## config.mk

```make
export PLATFORM = sky130hd
export DESIGN_NAME = axis_dac_scheduler
export DESIGN_NICKNAME = d
export VERILOG_FILES = /design/src/rtl/axis_dac_scheduler.sv
export SDC_FILE = /design/constraint.sdc
export NUM_CORES = 1
export LEC_CHECK = 0
export CORE_MARGIN = 1
export CORE_UTILIZATION = 35
export DETAILED_ROUTE_END_ITERATION = 8
export GPL_ROUTABILITY_DRIVEN = 0
export HOLD_SLACK_MARGIN = 0.15
export PLACE_DENSITY = 0.69
export SYNTH_ARGS = -nofsm -noshare
export SYNTH_HDL_FRONTEND = slang
export SYNTH_SLANG_ARGS = --single-unit
```

## constraint.sdc

```tcl
create_clock -name aclk -period 4.4 [get_ports aclk]
set_input_delay 0.88 -clock aclk [delete_from_list [all_inputs] [get_ports aclk]]
set_output_delay 0.88 -clock aclk [all_outputs]
set_load 0.01 [all_outputs]
```

## src/rtl/axis_dac_scheduler.sv

```systemverilog
// axis_dac_scheduler: paced merge of two AXI-Stream DAC channels into one 32-bit word stream.
// Define AXIS_DAC_SCHED_UNDERRUN_CNT_EN to build the saturating underrun counter.
module axis_dac_scheduler #(
  parameter int DAC_DATA_WIDTH = 14,
  parameter int DIV_WIDTH = 16
) (
  input  logic                 aclk,
  input  logic                 areset,
  input  logic                 cfg_enable,
  input  logic [DIV_WIDTH-1:0] cfg_divider,
  input  logic                 cfg_underrun_zero,
  input  logic [15:0]          s_axis_a_tdata,
  input  logic                 s_axis_a_tvalid,
  output logic                 s_axis_a_tready,
  input  logic [15:0]          s_axis_b_tdata,
  input  logic                 s_axis_b_tvalid,
  output logic                 s_axis_b_tready,
  output logic [31:0]          m_axis_tdata,
  output logic                 m_axis_tvalid,
  input  logic                 m_axis_tready,
  output logic                 sts_running,
  output logic                 sts_underrun,
  output logic [15:0]          sts_underrun_count
);
  localparam int W = DAC_DATA_WIDTH;
  typedef enum logic [1:0] {IDLE, PRIME, RUN, STOP} state_t;
  state_t state;
  logic [W-1:0] hold_a, hold_b, last_a, last_b, val_a, val_b;
  logic full_a, full_b, tick, hs_a, hs_b, under;
  logic [DIV_WIDTH-1:0] cnt;
  logic unused_hi;
  function automatic logic [15:0] sx(input logic [W-1:0] v);
    return 16'($signed(v));
  endfunction
  assign unused_hi = ^{s_axis_a_tdata[15:W], s_axis_b_tdata[15:W]};
  assign tick = state == RUN && cnt == '0;
  assign s_axis_a_tready = (state == PRIME && !full_a) || (state == RUN && (!full_a || tick));
  assign s_axis_b_tready = (state == PRIME && !full_b) || (state == RUN && (!full_b || tick));
  assign hs_a = s_axis_a_tvalid && s_axis_a_tready;
  assign hs_b = s_axis_b_tvalid && s_axis_b_tready;
  assign val_a = full_a ? hold_a : cfg_underrun_zero ? '0 : last_a;
  assign val_b = full_b ? hold_b : cfg_underrun_zero ? '0 : last_b;
  assign under = tick && cfg_enable && !(full_a && full_b);
  always_ff @(posedge aclk or posedge areset) begin
    if (areset) begin
      state <= IDLE;
      hold_a <= '0;
      hold_b <= '0;
      last_a <= '0;
      last_b <= '0;
      full_a <= 1'b0;
      full_b <= 1'b0;
      cnt <= '0;
      m_axis_tdata <= '0;
      m_axis_tvalid <= 1'b0;
      sts_running <= 1'b0;
      sts_underrun <= 1'b0;
    end else begin
      if (hs_a) hold_a <= s_axis_a_tdata[W-1:0];
      if (hs_b) hold_b <= s_axis_b_tdata[W-1:0];
      // a tick consumes the registers; a same-cycle handshake refills them
      full_a <= hs_a || (full_a && !tick);
      full_b <= hs_b || (full_b && !tick);
      case (state)
        IDLE: if (cfg_enable) begin
          state <= PRIME;
          full_a <= 1'b0;
          full_b <= 1'b0;
          sts_underrun <= 1'b0;
          sts_running <= 1'b1;
        end
        PRIME: if (!cfg_enable) begin
          state <= IDLE;
          sts_running <= 1'b0;
        end else if (full_a && full_b) begin
          state <= RUN;
          cnt <= '0;
        end
        RUN: if (!cfg_enable) begin
          state <= STOP;
          m_axis_tdata <= '0;
          m_axis_tvalid <= 1'b1;
        end else if (tick) begin
          m_axis_tdata <= {sx(val_b), sx(val_a)};
          m_axis_tvalid <= 1'b1;
          last_a <= val_a;
          last_b <= val_b;
          cnt <= cfg_divider;
          if (under) sts_underrun <= 1'b1;
        end else begin
          cnt <= cnt - 1'b1;
          if (m_axis_tready) m_axis_tvalid <= 1'b0;
        end
        STOP: if (m_axis_tready) begin
          state <= IDLE;
          m_axis_tvalid <= 1'b0;
          sts_running <= 1'b0;
        end
        default: state <= IDLE;
      endcase
    end
  end
`ifdef AXIS_DAC_SCHED_UNDERRUN_CNT_EN
  always_ff @(posedge aclk or posedge areset) begin
    if (areset) sts_underrun_count <= '0;
    else if (state == IDLE && cfg_enable) sts_underrun_count <= '0;
    else if (under && sts_underrun_count != 16'hFFFF) sts_underrun_count <= sts_underrun_count + 1'b1;
  end
`else
  assign sts_underrun_count = '0;
`endif
endmodule

```

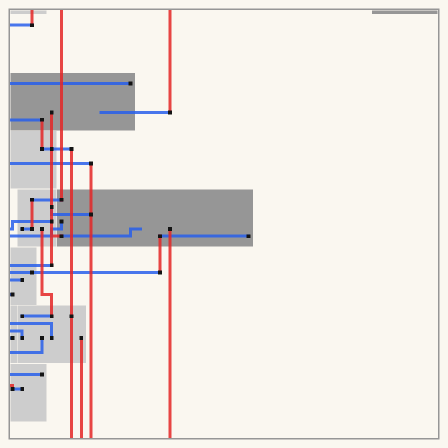
Fig. 1. Close-up of the layout (run 1).
Window x 82 to 102, y 21 to 41 um. Cells in gray, sequential cells in the stronger gray; small squares are vias.
color	layer
red	met2
blue	met1
sequential cells in the window	2
netlist names of flops here include	cnt (2)
most frequent	dfrtp_1 (2)
cells with their middle in the window	7

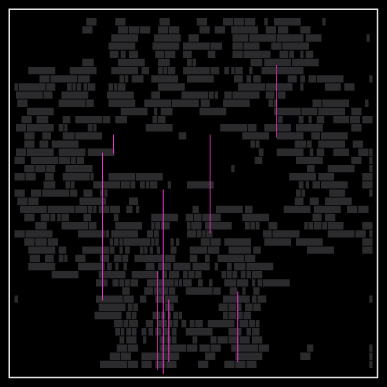
Fig. 2. M4 wires (run 1).
Drawn at 3 px/um.
nets with wire on the layer	5
main direction	vertical
share of all routed wire	2.1%
wire length on this layer	249 um
longest straight run	61.2 um

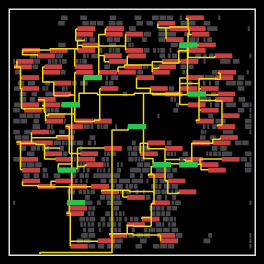
Fig. 3. Clock distribution (run 1).
Drawn at 2 px/um.
[green] cells driving clock nets | count: 9
[red] flip-flops | count: 107
[yellow] clock wires | length: 1,340 um
flops lie	spread over the die

==> flow_summary_export.csv, run 1 <==
group,metric,value,unit
clock_tree,clk_latency,350,ps
setup_path,crit_family,"simple AND/OR/NAND/NOR gates",
synthesis,area_leaders,"dfrtp_1, o2bb2ai_1, a21oi_1",
synthesis,synth-xor-area-share,0,
floorplan,fp-utilization,0.362,
detailed_routing,vias,3801,
worst_hold_path,hp-class,"reg -> reg",
final_layout,n_all_inverters,10,
pwr,pwr-share-seq,0.408,
setup_path,reg2reg_slack,1330,ps
final_layout,instances_no_fill,705,
timing,rsz0062_at_grt,"false",
run_status,status,"completed",
place,dp_hpwl,8040,um
synthesis,ys_area,5060,um^2
synthesis,async_reset_ff_frac,1.00,
synthesis,yosys.cell_types.count,60,
floorplan,die_y,122,um
global_route,use_met2,0.283,
synthesis,synth_cells,453,
setup_path,setup.worst_path.end_class,"primary output",
setup_path,critPathBufInv,1,
setup_path,startpoint_type,"flop",
flow_run,tool_warnings,31,
synthesis,netlist.area_leader.share,0.529,
floorplan,die_x,122,um
setup_path,ff2ff_path_depth,5,
detailed_routing,wl_met3,611,um
timing,setup_tns,0,ps
clock_tree,cts_root_buffer,"clkbuf_16",
detailed_routing,drtAntennaViolNets,0,
final_layout,layout_top_cell,"dfrtp_1",
detailed_routing,drt_pass1_iterations,6,
synthesis,synth-main-ff-cell,"dfrtp_1",
setup_path,crit_slowest_cell,"or4_1",
timing,slew_viol_final,0,
setup_path,crit_arrival,3120,ps
final_layout,drive_gt1_frac,0.112,
final_layout,syn2layout_area_growth,22.7,%
==> run 1 -> run 2 <==
- CAP_MARGIN: default -> 20
- GPL_ROUTABILITY_DRIVEN: 0 -> default
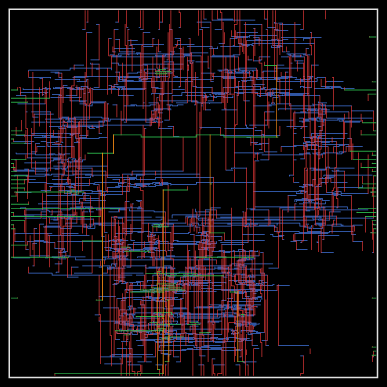
Fig. 4. Routed metal, one color a layer (run 2).
Drawn at 3 px/um.
color	layer	wire length
orange	met4	249 um
red	met2	5,910 um
blue	met1	5,300 um
green	met3	612 um

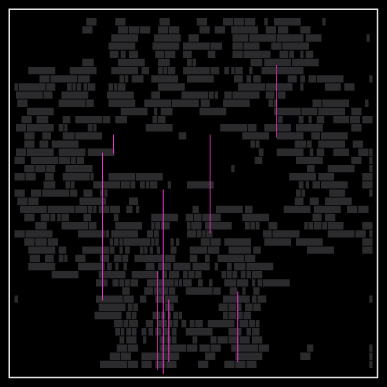
Fig. 5. M4 wires (run 2).
Drawn at 3 px/um.
wire length on this layer	249 um
main direction	vertical
longest straight run	61.2 um

==> run 2 against run 1 <==
  * Global-route usage stayed put
  * Worst setup slack stayed put
  * Via count stayed put
  * Cell area stayed put
  * Die area stayed put
  * Critical path type unchanged
  * Largest power group unchanged
==> flow_summary_export.csv, run 2 <==
group,metric,value,unit
run_status,status,"completed",
detailed_routing,drtAntennaViolNets,0,
global_route,use_met2,0.283,
floorplan,die_y,122,um
floorplan,die_x,122,um
detailed_routing,wl_met3,611,um
flow_run,tool_warnings,31,
setup_path,critPathBufInv,1,
detailed_routing,drt_pass1_iterations,6,
setup_path,crit_family,"simple AND/OR/NAND/NOR gates",
timing,slew_viol_final,0,
final_layout,drive_gt1_frac,0.112,
setup_path,crit_arrival,3120,ps
setup_path,startpoint_type,"flop",
synthesis,async_reset_ff_frac,1.00,
final_layout,syn2layout_area_growth,22.7,%
clock_tree,clk_latency,350,ps
synthesis,yosys.cell_types.count,60,
worst_hold_path,hp-class,"reg -> reg",
synthesis,synth-main-ff-cell,"dfrtp_1",
synthesis,synth-xor-area-share,0,
setup_path,ff2ff_path_depth,5,
synthesis,synth_cells,453,
timing,rsz0062_at_grt,"false",
final_layout,layout_top_cell,"dfrtp_1",
synthesis,ys_area,5060,um^2
final_layout,n_all_inverters,10,
synthesis,netlist.area_leader.share,0.529,
timing,setup_tns,0,ps
place,dp_hpwl,8040,um
setup_path,setup.worst_path.end_class,"primary output",
==> run 2 -> run 3 <==
- SLEW_MARGIN: default -> 15
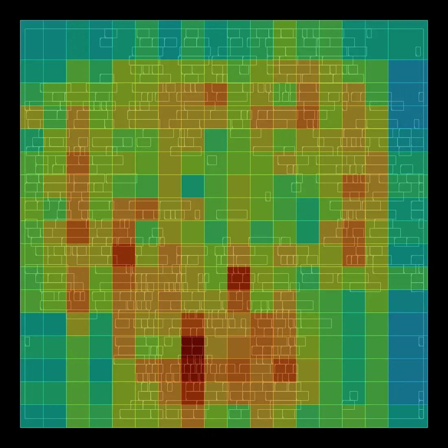
Fig. 6. Routing congestion map (run 3).
Most Crowded Layer GR: met2
drt wl/cell: 17.1 um
gr usage total: 0.173

==> run 3 against run 2 <==
  * Flip-flop count unchanged
  * Register-to-register slack barely moved
  * Combinational power about the same
  * Cell count stayed put
  * Via count stayed put
  * Worst hold slack stayed put
  * Area after synthesis did not move
  * Largest power group unchanged
  * Critical path depth is the same
  * Critical path type unchanged
==> flow_summary_export.csv, run 3 <==
group,metric,value,unit
setup_path,crit_family,"simple AND/OR/NAND/NOR gates",
final_layout,instances_no_fill,705,
detailed_routing,wl_met3,611,um
synthesis,yosys.cell_types.count,60,
clock_tree,clk_latency,350,ps
synthesis,ys_area,5060,um^2
synthesis,synth-main-ff-cell,"dfrtp_1",
run_status,status,"completed",
flow_run,tool_warnings,31,
final_layout,drive_gt1_frac,0.112,
floorplan,die_x,122,um
synthesis,synth_cells,453,
worst_hold_path,hp-class,"reg -> reg",
setup_path,crit_arrival,3120,ps
global_route,met1_usage,0.226,
final_layout,layout_top_cell,"dfrtp_1",
setup_path,setup.worst_path.end_class,"primary output",
final_layout,clockBufferCount,10,
detailed_routing,drtIter0Drc,332,
final_layout,syn2layout_area_growth,22.7,%
floorplan,die_y,122,um
synthesis,async_reset_ff_frac,1.00,
timing,setup_tns,0,ps
timing,slew_viol_final,0,
setup_path,startpoint_type,"flop",
synthesis,synth-xor-area-share,0,
setup_path,ff2ff_path_depth,5,
final_layout,n_all_inverters,10,
synthesis,netlist.area_leader.share,0.529,
final_layout,final_area,6210,um^2
place,dp_hpwl,8040,um
detailed_routing,drt_pass1_iterations,6,
clock_tree,cts.clk_slew.worst_paths,80,ps
floorplan,ios,108,
global_route,use_met2,0.283,
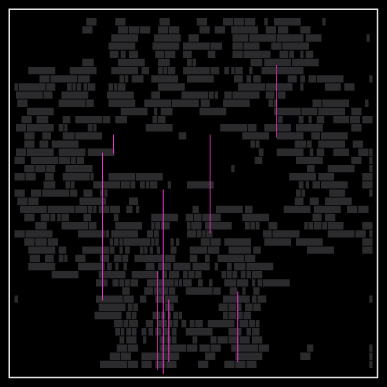
Fig. 7. M4 wires (run 3).
Drawn at 3 px/um.
share of all routed wire	2.1%
main direction	vertical
nets with wire on the layer	5
wire length on this layer	249 um
longest straight run	61.2 um

Power and IR drop assume default switching activity.
